--- config.mk ---
export PLATFORM = sky130hd
export DESIGN_NAME = spi_master_driver
export DESIGN_NICKNAME = d
export VERILOG_FILES = /design/src/rtl/spi_master_driver.sv
export SDC_FILE = /design/constraint.sdc
export NUM_CORES = 1
export LEC_CHECK = 0
export CAP_MARGIN = 0
export CORE_MARGIN = 1.5
export CORE_UTILIZATION = 41
export DETAILED_ROUTE_END_ITERATION = 7
export SYNTH_ARGS = -nofsm -noshare
export SYNTH_HDL_FRONTEND = slang
export SYNTH_SLANG_ARGS = --single-unit
--- constraint.sdc ---
create_clock -name clk -period 2 [get_ports clk]
set_input_delay 0.4 -clock clk [delete_from_list [all_inputs] [get_ports clk]]
set_output_delay 0.4 -clock clk [all_outputs]
set_load 0.02 [all_outputs]
--- src/rtl/spi_master_driver.sv ---
// spi_master_driver: SPI mode-0 master (CPOL=0, CPHA=0, MSB first).
// One frame is DATA_WIDTH sclk pulses; each sclk half-period lasts SCLK_HALF
// clk cycles. miso is sampled on the clk edge that drops sclk, and mosi only
// changes while sclk is low.
// Optional build macro SPI_MASTER_BURST_EN: a start seen on the last edge of
// a frame chains straight into the next frame with cs kept low.
module spi_master_driver #(
  parameter int DATA_WIDTH = 8,
  parameter int SCLK_HALF  = 1
) (
  input  logic                  clk,
  input  logic                  rst,
  input  logic                  start,
  input  logic [DATA_WIDTH-1:0] data_in,
  output logic [DATA_WIDTH-1:0] data_out,
  output logic                  ready,
  output logic                  busy,
  output logic                  mosi,
  input  logic                  miso,
  output logic                  sclk,
  output logic                  cs
);

  localparam int CW = (DATA_WIDTH > 1) ? $clog2(DATA_WIDTH) : 1;
  localparam int HW = (SCLK_HALF > 1) ? $clog2(SCLK_HALF) : 1;

  typedef enum logic [2:0] {
    ST_IDLE,
    ST_SETUP,
    ST_HIGH,
    ST_LOW,
    ST_HOLD
  } state_t;

  state_t                  state_reg, state_next;
  logic [HW-1:0]           hcnt_reg, hcnt_next;
  logic [CW-1:0]           bit_cnt_reg, bit_cnt_next;
  // Bits still waiting to go out on mosi; the current bit already sits in mosi_reg.
  logic [DATA_WIDTH-2:0]   tx_sr_reg, tx_sr_next;
  logic [DATA_WIDTH-1:0]   rx_sr_reg, rx_sr_next;
  logic [DATA_WIDTH-1:0]   data_out_reg, data_out_next;
  logic                    sclk_reg, sclk_next;
  logic                    cs_reg, cs_next;
  logic                    mosi_reg, mosi_next;
  logic                    ready_reg, ready_next;
  logic                    busy_reg, busy_next;
  logic                    expired;

  // Current half-period has run its full SCLK_HALF cycles.
  assign expired = (hcnt_reg == HW'(SCLK_HALF - 1));

  // State and output registers; reset clears everything immediately.
  always_ff @(posedge clk or posedge rst) begin
    if (rst) begin
      state_reg    <= ST_IDLE;
      hcnt_reg     <= '0;
      bit_cnt_reg  <= '0;
      tx_sr_reg    <= '0;
      rx_sr_reg    <= '0;
      data_out_reg <= '0;
      sclk_reg     <= 1'b0;
      cs_reg       <= 1'b1;
      mosi_reg     <= 1'b0;
      ready_reg    <= 1'b0;
      busy_reg     <= 1'b0;
    end else begin
      state_reg    <= state_next;
      hcnt_reg     <= hcnt_next;
      bit_cnt_reg  <= bit_cnt_next;
      tx_sr_reg    <= tx_sr_next;
      rx_sr_reg    <= rx_sr_next;
      data_out_reg <= data_out_next;
      sclk_reg     <= sclk_next;
      cs_reg       <= cs_next;
      mosi_reg     <= mosi_next;
      ready_reg    <= ready_next;
      busy_reg     <= busy_next;
    end
  end

  // Next-state logic: half-period timing, bit sequencing and frame hand-off.
  always_comb begin
    state_next    = state_reg;
    bit_cnt_next  = bit_cnt_reg;
    tx_sr_next    = tx_sr_reg;
    rx_sr_next    = rx_sr_reg;
    data_out_next = data_out_reg;
    sclk_next     = sclk_reg;
    cs_next       = cs_reg;
    mosi_next     = mosi_reg;
    busy_next     = busy_reg;
    ready_next    = 1'b0;
    // Timed states count up to expiry then restart; IDLE keeps the counter parked.
    if (state_reg == ST_IDLE) begin
      hcnt_next = '0;
    end else if (expired) begin
      hcnt_next = '0;
    end else begin
      hcnt_next = hcnt_reg + HW'(1);
    end

    case (state_reg)
      ST_IDLE: begin
        if (start) begin
          tx_sr_next   = data_in[DATA_WIDTH-2:0];
          mosi_next    = data_in[DATA_WIDTH-1];
          cs_next      = 1'b0;
          bit_cnt_next = '0;
          busy_next    = 1'b1;
          state_next   = ST_SETUP;
        end
      end
      ST_SETUP: begin
        if (expired) begin
          sclk_next  = 1'b1;
          state_next = ST_HIGH;
        end
      end
      ST_HIGH: begin
        if (expired) begin
          sclk_next  = 1'b0;
          rx_sr_next = {rx_sr_reg[DATA_WIDTH-2:0], miso};
          if (bit_cnt_reg == CW'(DATA_WIDTH - 1)) begin
            state_next = ST_HOLD;
          end else begin
            mosi_next    = tx_sr_reg[DATA_WIDTH-2];
            tx_sr_next   = tx_sr_reg << 1;
            bit_cnt_next = bit_cnt_reg + CW'(1);
            state_next   = ST_LOW;
          end
        end
      end
      ST_LOW: begin
        if (expired) begin
          sclk_next  = 1'b1;
          state_next = ST_HIGH;
        end
      end
      ST_HOLD: begin
        if (expired) begin
          data_out_next = rx_sr_reg;
          ready_next    = 1'b1;
`ifdef SPI_MASTER_BURST_EN
          if (start) begin
            // Chain into the next frame: cs stays low, busy stays high.
            tx_sr_next   = data_in[DATA_WIDTH-2:0];
            mosi_next    = data_in[DATA_WIDTH-1];
            bit_cnt_next = '0;
            state_next   = ST_SETUP;
          end else begin
            cs_next    = 1'b1;
            mosi_next  = 1'b0;
            busy_next  = 1'b0;
            state_next = ST_IDLE;
          end
`else
          cs_next    = 1'b1;
          mosi_next  = 1'b0;
          busy_next  = 1'b0;
          state_next = ST_IDLE;
`endif
        end
      end
      default: begin
        state_next = ST_IDLE;
      end
    endcase
  end

  assign data_out = data_out_reg;
  assign ready    = ready_reg;
  assign busy     = busy_reg;
  assign mosi     = mosi_reg;
  assign sclk     = sclk_reg;
  assign cs       = cs_reg;

endmodule
==> run_results.csv <==
group,metric,value,unit
final_timing,rsz0062_at_grt,"no",
routing,drtIter0Drc,39,
final_timing,drv_slew,0,
clock_network,cts_sinks,34,
critical_path,rrSetupSlack,0.13,ns
routing,vias,882,
clock_network,post_cts_buffers,0,
layout,n_clock_buffer,5,
yosys,synthArstFlopShare,100,%
critical_path,r2r.worst_path.cells,6,
clock_network,cts-root-buf,"clkbuf_4",
routing,drc_errors,0,
die,die_area,4000,um^2
final_timing,finalClockPeriodUsage,93.5,%
place,post-place-ws,0.102,ns
final_timing,hold_violations,0,
final_timing,fin_skew,0.00968,ns
yosys,edf_count,0,
critical_path,path_common_cell,"ha_1",
layout,nets,146,
clock_network,cts_made_buffers,5,
layout,clk_share,5.72,%
critical_path,crit_path_end_kind,"flop",
die,die_w,63.2,um
yosys,yosysWarningCount,0,
critical_path,crit_buf_inv,1,
clock_network,cts_resized,0,
layout,nFlopsAndLatches,34,
routing,wl,2.33,mm
layout,fin_area,1860,um^2
layout,signal_buffers,27,
layout,lay_top_count,"dfrtp_1",
global_route,antenna_found_initial,0,
yosys,synthCells,104,
clock_network,clock_path_buffers,2,
yosys,yosysUniqueCellTypes,26,
layout,nNonClkInverters,5,
global_route,grtUsageTotal,14.1,%
final_timing,tightest_slew,0.529,ns
clock_network,clkTransAtPathRegs,0.11,ns
place,place_hpwl,1.63,mm
yosys,ys_area,1490,um^2
global_route,grt_pass1_wl,4.35,mm
layout,comb_area_share,30.2,%
power,power.leakage,0.823,nW
layout,regArea,852,um^2
critical_path,endpoint,"tx_sr_reg[1]$_DFFE_PP0P_",
critical_path,startpoint_type,"flop",
final_timing,tns,0,ns
global_route,grt_pass1_vias,981,
min_path,hold_class,"in2async",
clock_network,cts_tree,"done",
critical_path,worstReg2RegEnd,"tx_sr_reg[1]$_DFFE_PP0P_",
critical_path,crit_chain,"ha_1 -> ha_1 -> nand2b_1 -> a211oi_2 -> buf_4 -> mux2_2",
final_timing,setup_ws,0.130,ns
layout,lay_top_cells,"dfrtp_1 (33), clkdlybuf4s50_1 (24), mux2_2 (23)",
status,status,"finished, final reports clean",
job,cap_violations,0,
final_timing,min_period,1.87,ns
global_route,grt_overflow,0,
layout,signal_buffer_area_fraction,14.1,%
place,place_congestion,0.671,
clock_network,clkLatencyLatePin,0.33,ns
clock_network,htree_num_levels,2,
critical_path,critPathRequiredTime,2.22,ns
power,p_total,3.08,mW
die,rows,21,
job,tool_warnings,26,
critical_path,worstPathArrival,2.09,ns
layout,diodes,0,
yosys,ys_ff,34,
critical_path,slowest_stage,"dfrtp_1",
critical_path,critical_path_class,"reg2reg",
layout,num-multi-input-gates,59,
layout,syn2layout_area_growth,24.9,%
yosys,fp_nets,118,
yosys,ys_seq_share,57.3,%
final_timing,setup_viol,0,
critical_path,crit_start,"bit_cnt_reg[0]$_DFFE_PP0P_",
final_timing,slew-limit-headroom,64.7,%
layout,fillers,306,
yosys,synth-main-ff-cell,"dfrtp_1",
power,ir_worst_vdd,602,uV
yosys,syn_area_per_cell,14.3,um^2
critical_path,critical-path-max-stage-delay,0.40,ns
routing,dr.pass1.iters,2,
## kinds of logic (layout without fill, tap and decap cells)
kind of cell | after synthesis | count (layout) | synth area share (%)
multiplexers | 31 | 31 | 23.4
AND/OR/NAND/NOR | 14 | 14 | 6.81
buffers and inverters | 11 | 40 | 5.05
AND-OR/OR-AND | 12 | 12 | 5.80
adder cells (fa/ha/maj) | 2 | 2 | 1.68
flip-flops | 34 | 34 | 57.3
## tightest hold or removal path, cell delays in order
cell and delay (ns):
clkdlybuf4s50_1 0.40, inv_1 0.05, buf_4 0.37
## routing by layer
layer | wire length [um] | global-route usage (%) | share of wire [%] | vias to the layer above
met4 | 44 | 5.71 | 1.9 | 0
met2 | 1120 | 23.7 | 48 | 16
met5 | 0 | 0 | 0 | -
li1 | - | - | - | 418
met3 | 87 | 5.00 | 3.7 | 6
met1 | 1080 | 16.4 | 46 | 442
## metrics by stage
stage,std cells,hold WS (ns)
5_1_grt,179,0.479
3_3_place_gp,171,0.466
3_5_place_dp,171,0.482
4_1_cts,179,0.459
2_1_floorplan,104,0.454
6_report,179,0.447
## synthesized netlist by cell type (2+ instances only)
cell / n / area (um^2)
dfrtp_1: 33 / 826
buf_6: 3 / 33.8
mux2_1: 7 / 78.8
mux2_2: 23 / 259
nor2_1: 2 / 7.51
o21ai_0: 2 / 10.0
nand2b_1: 3 / 18.8
and2_1: 2 / 12.5
inv_1: 5 / 18.8
ha_1: 2 / 25.0
a21oi_1: 3 / 15.0
o2bb2ai_1: 2 / 17.5
a21o_1: 2 / 15.0
buf_4: 3 / 22.5
## power breakdown
part	switching, mW	total (mW)	internal (mW)
clock network	0.236	0.627	0.391
registers	0.200	1.20	1.00
logic	0.518	1.26	0.739
total	0.954	3.08	2.13
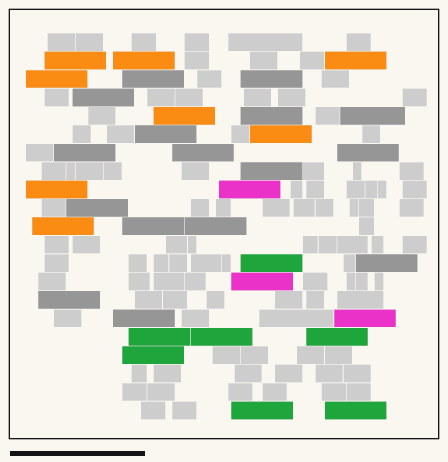
(where the registers sit)
Scale bar: 20 um. Other sequential cells in the stronger gray, the rest of the logic in the fainter gray.
legend:
  `data_out`:
    color: orange
    flops: 8
  `tx_sr_reg`:
    color: green
    flops: 7
  `state_reg`:
    color: magenta
    flops: 3
flop share of the area: 45.9%
final core area utilization: 54.4%

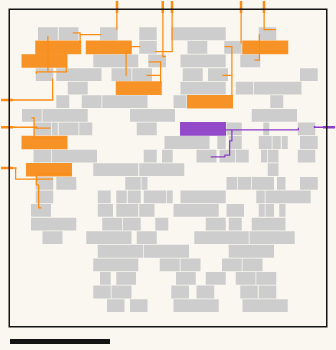
(wires at chosen ports, followed through buffers)
Scale bar: 20 um.
legend:
  `data_out`:
    color: orange
    bits: 8
    direction: output
    edge: 5 north, 3 west
    end_cells: 8
    buffers: 8
    wire: 157 um
  `mosi`:
    color: purple
    bits: 1
    direction: output
    edge: east
    end_cells: 1
    buffers: 1
    wire: 26.9 um
top-level I/O count: 25
I/O Buffers: 24

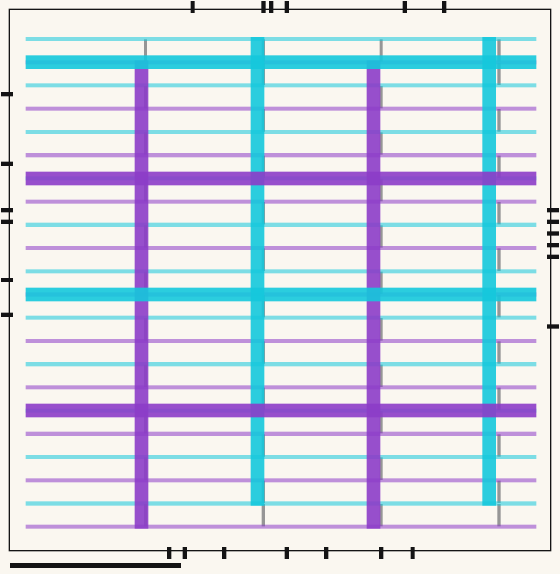
(floorplan with the power grid)
Scale bar: 20 um. Pins as bars on the die edge. Tap cells in gray.
legend:
  VSS:
    color: purple
  VDD:
    color: cyan
rows: 21
met1 rails: 22
met4 straps: 4
signal pins: 25

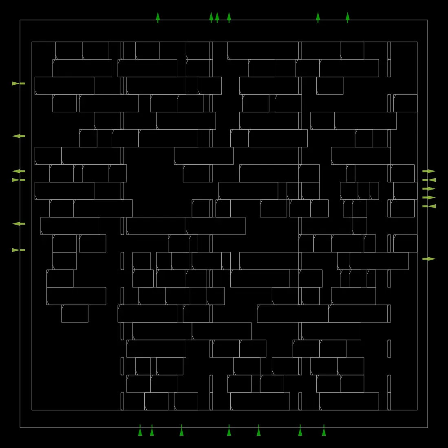
(placed standard cells)
Well Taps: 46
Core ar.: 3420 um^2

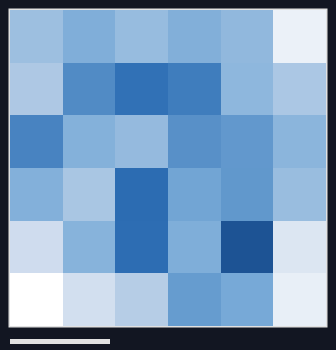
(cell density map)
Scale bar: 20 um. The die is cut into 6 by 6 equal tiles; white is low, dark blue is high, 0 to 100% covered.
tiles over 75% full: 8.3%
fullest tile: 86%
mean over tiles: 45%
nearly empty tiles: 2.8%
emptiest ninth of the die: south-west
FP Core Util: 43.6%

No activity file was given, so power comes from the tool's default toggle rates.
